`config.mk`:
```
export PLATFORM = sky130hd
export DESIGN_NAME = mem_byte_sequencer
export DESIGN_NICKNAME = d
export VERILOG_FILES = /design/src/rtl/mem_seq_pkg.sv /design/src/rtl/mem_byte_sequencer.sv
export SDC_FILE = /design/constraint.sdc
export NUM_CORES = 1
export LEC_CHECK = 0
export CAP_MARGIN = 20
export CORE_UTILIZATION = 52
export DETAILED_ROUTE_END_ITERATION = 12
export GPL_TIMING_DRIVEN = 0
export PLACE_DENSITY = 0.8
export SLEW_MARGIN = 20
export SYNTH_ARGS = -nofsm -noshare
export SYNTH_HDL_FRONTEND = slang
export SYNTH_SLANG_ARGS = --single-unit
```
`constraint.sdc`:
```
create_clock -name clk -period 2.6 [get_ports clk]
set_input_delay 0.52 -clock clk [delete_from_list [all_inputs] [get_ports clk]]
set_output_delay 0.52 -clock clk [all_outputs]
set_load 0.03 [all_outputs]
```
`src/rtl/mem_seq_pkg.sv`:
```
// mem_seq_pkg: shared size encodings, sequencer states and byte-count helper.
package mem_seq_pkg;

  localparam logic [1:0] SZ_BYTE = 2'd0;
  localparam logic [1:0] SZ_HALF = 2'd1;
  localparam logic [1:0] SZ_WORD = 2'd2;

  typedef enum logic [1:0] {IDLE, XFER, DONE} state_t;

  function automatic logic [2:0] byte_count(input logic [1:0] size);
    return size == SZ_WORD ? 3'd4 : size == SZ_HALF ? 3'd2 : 3'd1;
  endfunction

endpackage

```
`src/rtl/mem_byte_sequencer.sv`:
```
// mem_byte_sequencer: splits 32-bit byte/half/word loads and stores into
// single-byte cycles on a byte-wide RAM with combinational read.
module mem_byte_sequencer
  import mem_seq_pkg::*;
#(
  parameter int ADDR_W = 10
) (
  input  logic              clk,
  input  logic              rst_n,
  input  logic              req,
  input  logic              we,
  input  logic [1:0]        size,
  input  logic              sign_ext,
  input  logic [ADDR_W-1:0] addr,
  input  logic [31:0]       wdata,
  output logic              ready,
  output logic              done,
  output logic [31:0]       rdata,
  output logic              err,
  output logic [ADDR_W-1:0] ram_addr,
  output logic [7:0]        ram_d,
  output logic              ram_we,
  output logic              ram_sel,
  input  logic [7:0]        ram_q
);

  function automatic logic [31:0] load_ext(input logic [31:0] v, input logic [1:0] sz, input logic sx);
    return sz == SZ_BYTE ? {{24{sx & v[7]}}, v[7:0]} :
           sz == SZ_HALF ? {{16{sx & v[15]}}, v[15:0]} : v;
  endfunction

  state_t            state;
  logic [1:0]        cnt, last, size_r;
  logic              we_r, sx_r, err_r, bad, ld_ok;
  logic [ADDR_W-1:0] base;
  logic [31:0]       wd, asm_q, asm_nx, rdata_q;
  logic [2:0]        n_m1;

  assign bad = size == 2'd3 || (size == SZ_HALF && addr[0]) || (size == SZ_WORD && addr[1:0] != 2'd0);
  assign n_m1 = byte_count(size) - 3'd1;
  assign ld_ok = state == DONE && !we_r && !err_r;

  always_comb begin
    asm_nx = asm_q;
    asm_nx[{cnt, 3'b000} +: 8] = ram_q;
  end

  assign ready    = state == IDLE;
  assign done     = state == DONE;
  assign err      = done && err_r;
  assign rdata    = ld_ok ? load_ext(asm_q, size_r, sx_r) : rdata_q;
  assign ram_sel  = state == XFER;
  assign ram_we   = ram_sel && we_r;
  assign ram_addr = ram_sel ? base + ADDR_W'(cnt) : '0;
  assign ram_d    = ram_we ? wd[{cnt, 3'b000} +: 8] : 8'd0;

  // Loaded value is held in rdata_q so it survives until the next load completes.
  always_ff @(posedge clk or negedge rst_n) begin
    if (!rst_n) begin
      state   <= IDLE;
      cnt     <= 2'd0;
      last    <= 2'd0;
      size_r  <= SZ_BYTE;
      we_r    <= 1'b0;
      sx_r    <= 1'b0;
      err_r   <= 1'b0;
      base    <= '0;
      wd      <= 32'd0;
      asm_q   <= 32'd0;
      rdata_q <= 32'd0;
    end else begin
      unique case (state)
        IDLE: if (req) begin
          we_r   <= we;
          size_r <= size;
          sx_r   <= sign_ext;
          base   <= addr;
          wd     <= wdata;
          last   <= n_m1[1:0];
          err_r  <= bad;
          cnt    <= 2'd0;
          state  <= bad ? DONE : XFER;
        end
        XFER: begin
          if (!we_r) asm_q <= asm_nx;
          cnt <= cnt + 2'd1;
          if (cnt == last) state <= DONE;
        end
        DONE: begin
          if (ld_ok) rdata_q <= load_ext(asm_q, size_r, sx_r);
          state <= IDLE;
        end
        default: state <= IDLE;
      endcase
    end
  end

endmodule

```
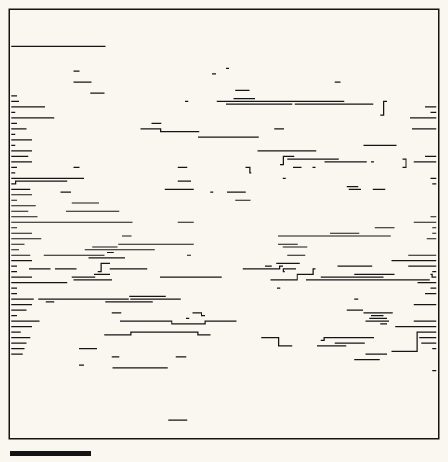
**Above:** metal 3.
Scale bar: 20 µm.
longest straight run: 31.3 µm
main direction: horizontal

==> Changelog: implementation <==
### Metrics

- Worst setup path class: register to primary output
- Cell type with the largest total area: dfrtp_1
- Flops out of synthesis: 117
- Hold EP: asm_q[13]
- Layout Cell Area excl Fill: 0.008162 mm²
- Longest Clk Path Bufs: 2
- Final Skew: 0.01034 ns
- Pre-Repair DR Iteration Count: 6
- Reg area: 0.002933 mm²
- Yosys cell count: 613
- RR Startpoint: cnt[0]
- Antenna fix cells: 0
- Seq share, synth: 52.16%
- Syn_area_per_cell: 9.156 µm²
- Final hold vios: 0
- Switch share: 39.83%
- Failing checks: setup timing
- Crit-path max FO: 4
- H-tree levels: 4
- Logic pwr share: 46.0%
- Critical path capture point type: primary output
- Fin crit period: 2.691 ns
- Final antenna-violating net count: 0
- TritonCTS Sinks: 117
- Max frequency: 371.7 MHz
- RSZ-0062 raised after global routing: true
- R2R Path End: asm_q[2]
- Flip-flops: 117
- Largest net degree at the start of global routing: 61
- Final period utilization: 103.5%
- Worst Setup SP: cnt[1]
- Clk root buf: clkbuf_8
- Placed inst area: 0.006923 mm²
- CTS tree: built
- Internal power: 6.609 mW
- Power share of the sequential group: 30.4%
- Num CTS Buffers: 17
- Final Max Slew Viols: 0
- Dominant kind of cell: registers
- Power per cell area: 1346 mW/mm²
- Syn Nets: 681
- Combinational share of cell area: 32.58%
- Critical path data required time: 2.08 ns
- Layout inverter count without the clock tree: 8
- Max Cap Viol: 0
- Initial antenna violation count: 0
- # IOs: 112
- Buffers outside the clock class: 185
- DP HPWL: 9974 µm
- Layout cell share with drive strength beyond 1: 26.36%
- Routed vias: 5261
- Number of warnings in the stage logs: 34
- # setup viols final: 20
- Setup_tns: -0.8568 ns
- Number of buffers added on ports: 111
- Worst-margin pin slew: 0.6511 ns
- Hold Path Origin: asm_q[13]
- Arrival time at the worst endpoint: 2.17 ns
- Residual DRC: 0
- Clock power share: 23.6%
- Run status: complete, but fails checks
- Unique masters post-synth: 39
- Clk pin slew, worst setup/hold paths: 0.06 ns
- Switch Pwr: 4.374 mW
- CP endpoint: ram_addr[8]
- Clk tree area frac: 7.972%
- Vias in the first global route: 5178
- Worst slew margin: 56.50%
- Final #Nets: 844
- Die H: 105.9 µm
- Top_reg_cell synth: dfrtp_1
- Die Wd: 105.9 µm
- Routed wire length: 16620 µm
- Reg-to-reg slack, setup: 0.36 ns
- Synthesized instance count: 613
- Yosys stat chip area: 0.005613 mm²
- Gr usage total: 28.72%
- Pleak: 3.817 nW
- #MultiIn Comb: 447
- Gate Area: 0.002659 mm²
- NonClk Buf Share: 21.06%
- Post-synth EDFFs: 0
- Fp util: 53.89%
- Detailed Route Iter0 Violations: 300
- Core area: 0.01042 mm²
- Clock buffers: 19
- Cells on worst reg2reg path: 8
- Ys Warns: 0
- Layout area overhead: 45.41%
- Final worst slack: -0.09064 ns
- Ys async rst share: 100.0%
- Worst Hold Class: register to register
- Total gr overflow: 0
- Largest cells by area after synthesis: dfrtp_1, nand2_1, o21ai_0
- Gpl congestion: 0.8234
- DIE AREA: 0.01121 mm²
- Mapped Area: 0.005613 mm²
- CP startpoint kind: register
- Area share, top type: 52.16%
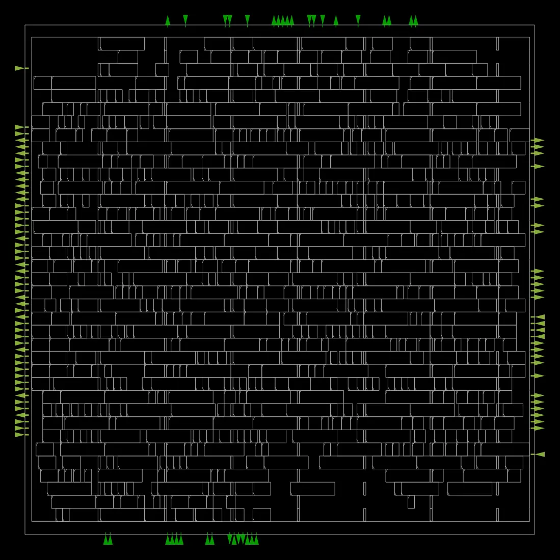
**Above:** placement view.
Final Util: 78.35%
num rows: 37
Seq/total area: 35.93%
Layout fillers: 623
Tap Cells: 136

-- power by group through the flow --
stage                     Clock (mW)  Combinational (mW)  Sequential (mW)
after floorplan                    0                2.96             3.07
after global routing            2.70                5.42             3.43
after global placement             0                4.23             3.20
after detailed placement           0                4.38             3.25
after CTS                       2.60                4.40             3.25
final                           2.59                5.05             3.34
-- stage by stage --
stage	total power [mW]	cells	hold slack (ns)	utilization (%)	setup slack [ns]
floorplan	6.035	613	0.2244	-	0.2241
global placement	7.431	860	0.4518	66.19	-3.324
detailed placement	7.630	861	0.4623	66.46	-0.3161
CTS	10.25	906	0.4785	73.31	-0.1514
global route	11.55	925	0.4971	78.35	-0.1493
finish	10.98	925	0.4831	78.35	-0.09064
-- synthesized netlist by cell type, types with 2 or more instances --
cell       instances
nand2_1          217
dfrtp_1          117
o21ai_0           43
nor2_1            36
a31oi_1           32
a21oi_1           23
buf_2             20
clkbuf_1          17
mux2_2            16
o21a_1            11
ha_1              10
and3_1             8
inv_1              8
mux4_2             8
and2_1             4
nand3_1            4
nand4bb_1          4
buf_4              3
nor3b_2            3
o31ai_1            3
or3_1              3
xor2_1             3
nand4_1            2
nor3_1             2
or4_1              2
-- flip-flops by register name, summed over array words and instances, names as in the netlist --
| register | cells |
|---|---|
| base | 10 |
| last | 2 |
| cnt | 2 |
| err_r | 1 |
| rdata_q | 32 |
| size_r | 2 |
| asm_q | 32 |
| state | 2 |
| sx_r | 1 |
| wd | 32 |
| we_r | 1 |
-- placed cells by master, fill, tap and decap left out, drive strengths merged, types with 5 or more instances in the layout --
master | synthesis | final
nand2 | 217 | 217
dfrtp | 117 | 117
buf | 24 | 108
clkdlybuf4s50 | 0 | 56
o21ai | 43 | 43
nor2 | 36 | 36
clkbuf | 17 | 35
a31oi | 32 | 32
a21oi | 23 | 23
mux2 | 17 | 17
o21a | 11 | 11
ha | 10 | 10
inv | 8 | 9
mux4 | 8 | 8
and3 | 8 | 8
bufinv | 0 | 6
clkinv | 0 | 5
-- per-layer routing --
layer	track usage (%)	routed length, µm	vias up
met2	48.32	8519	262
met4	12.40	516	0
li1	-	-	2389
met3	7.051	1098	40
met5	0	0	-
met1	35.28	6483	2570
-- cells by family (layout without fill, tap and decap cells) --
| group | count (synthesis) | count (layout) | synth area share [%] |
|---|---|---|---|
| adder cells (fa/ha/maj) | 11 | 11 | 2.586 |
| XOR/XNOR | 4 | 4 | 0.6243 |
| AND-OR/OR-AND | 114 | 114 | 11.59 |
| flip-flops | 117 | 117 | 52.16 |
| AND/OR/NAND/NOR | 293 | 293 | 22.49 |
| buffers and inverters | 49 | 225 | 3.923 |
| multiplexers | 25 | 25 | 6.620 |
-- what timing repair did --
item	CTS	global route
gates cloned	0	5
endpoints found under the setup margin	53	51
hold buffers	1	0
buffers inserted	12	16
gates resized	327	138
pin swaps	8	8
endpoints found under the hold margin	13	0
-- critical path, stage by stage (launching register included) --
cell and delay, ns:
dfrtp_2 0.43, buf_6 0.12, fa_2 0.20, nand4_1 0.18
or3_4 0.43, a21oi_4 0.15, buf_6 0.15
No activity file was given, so power comes from the tool's default toggle rates.
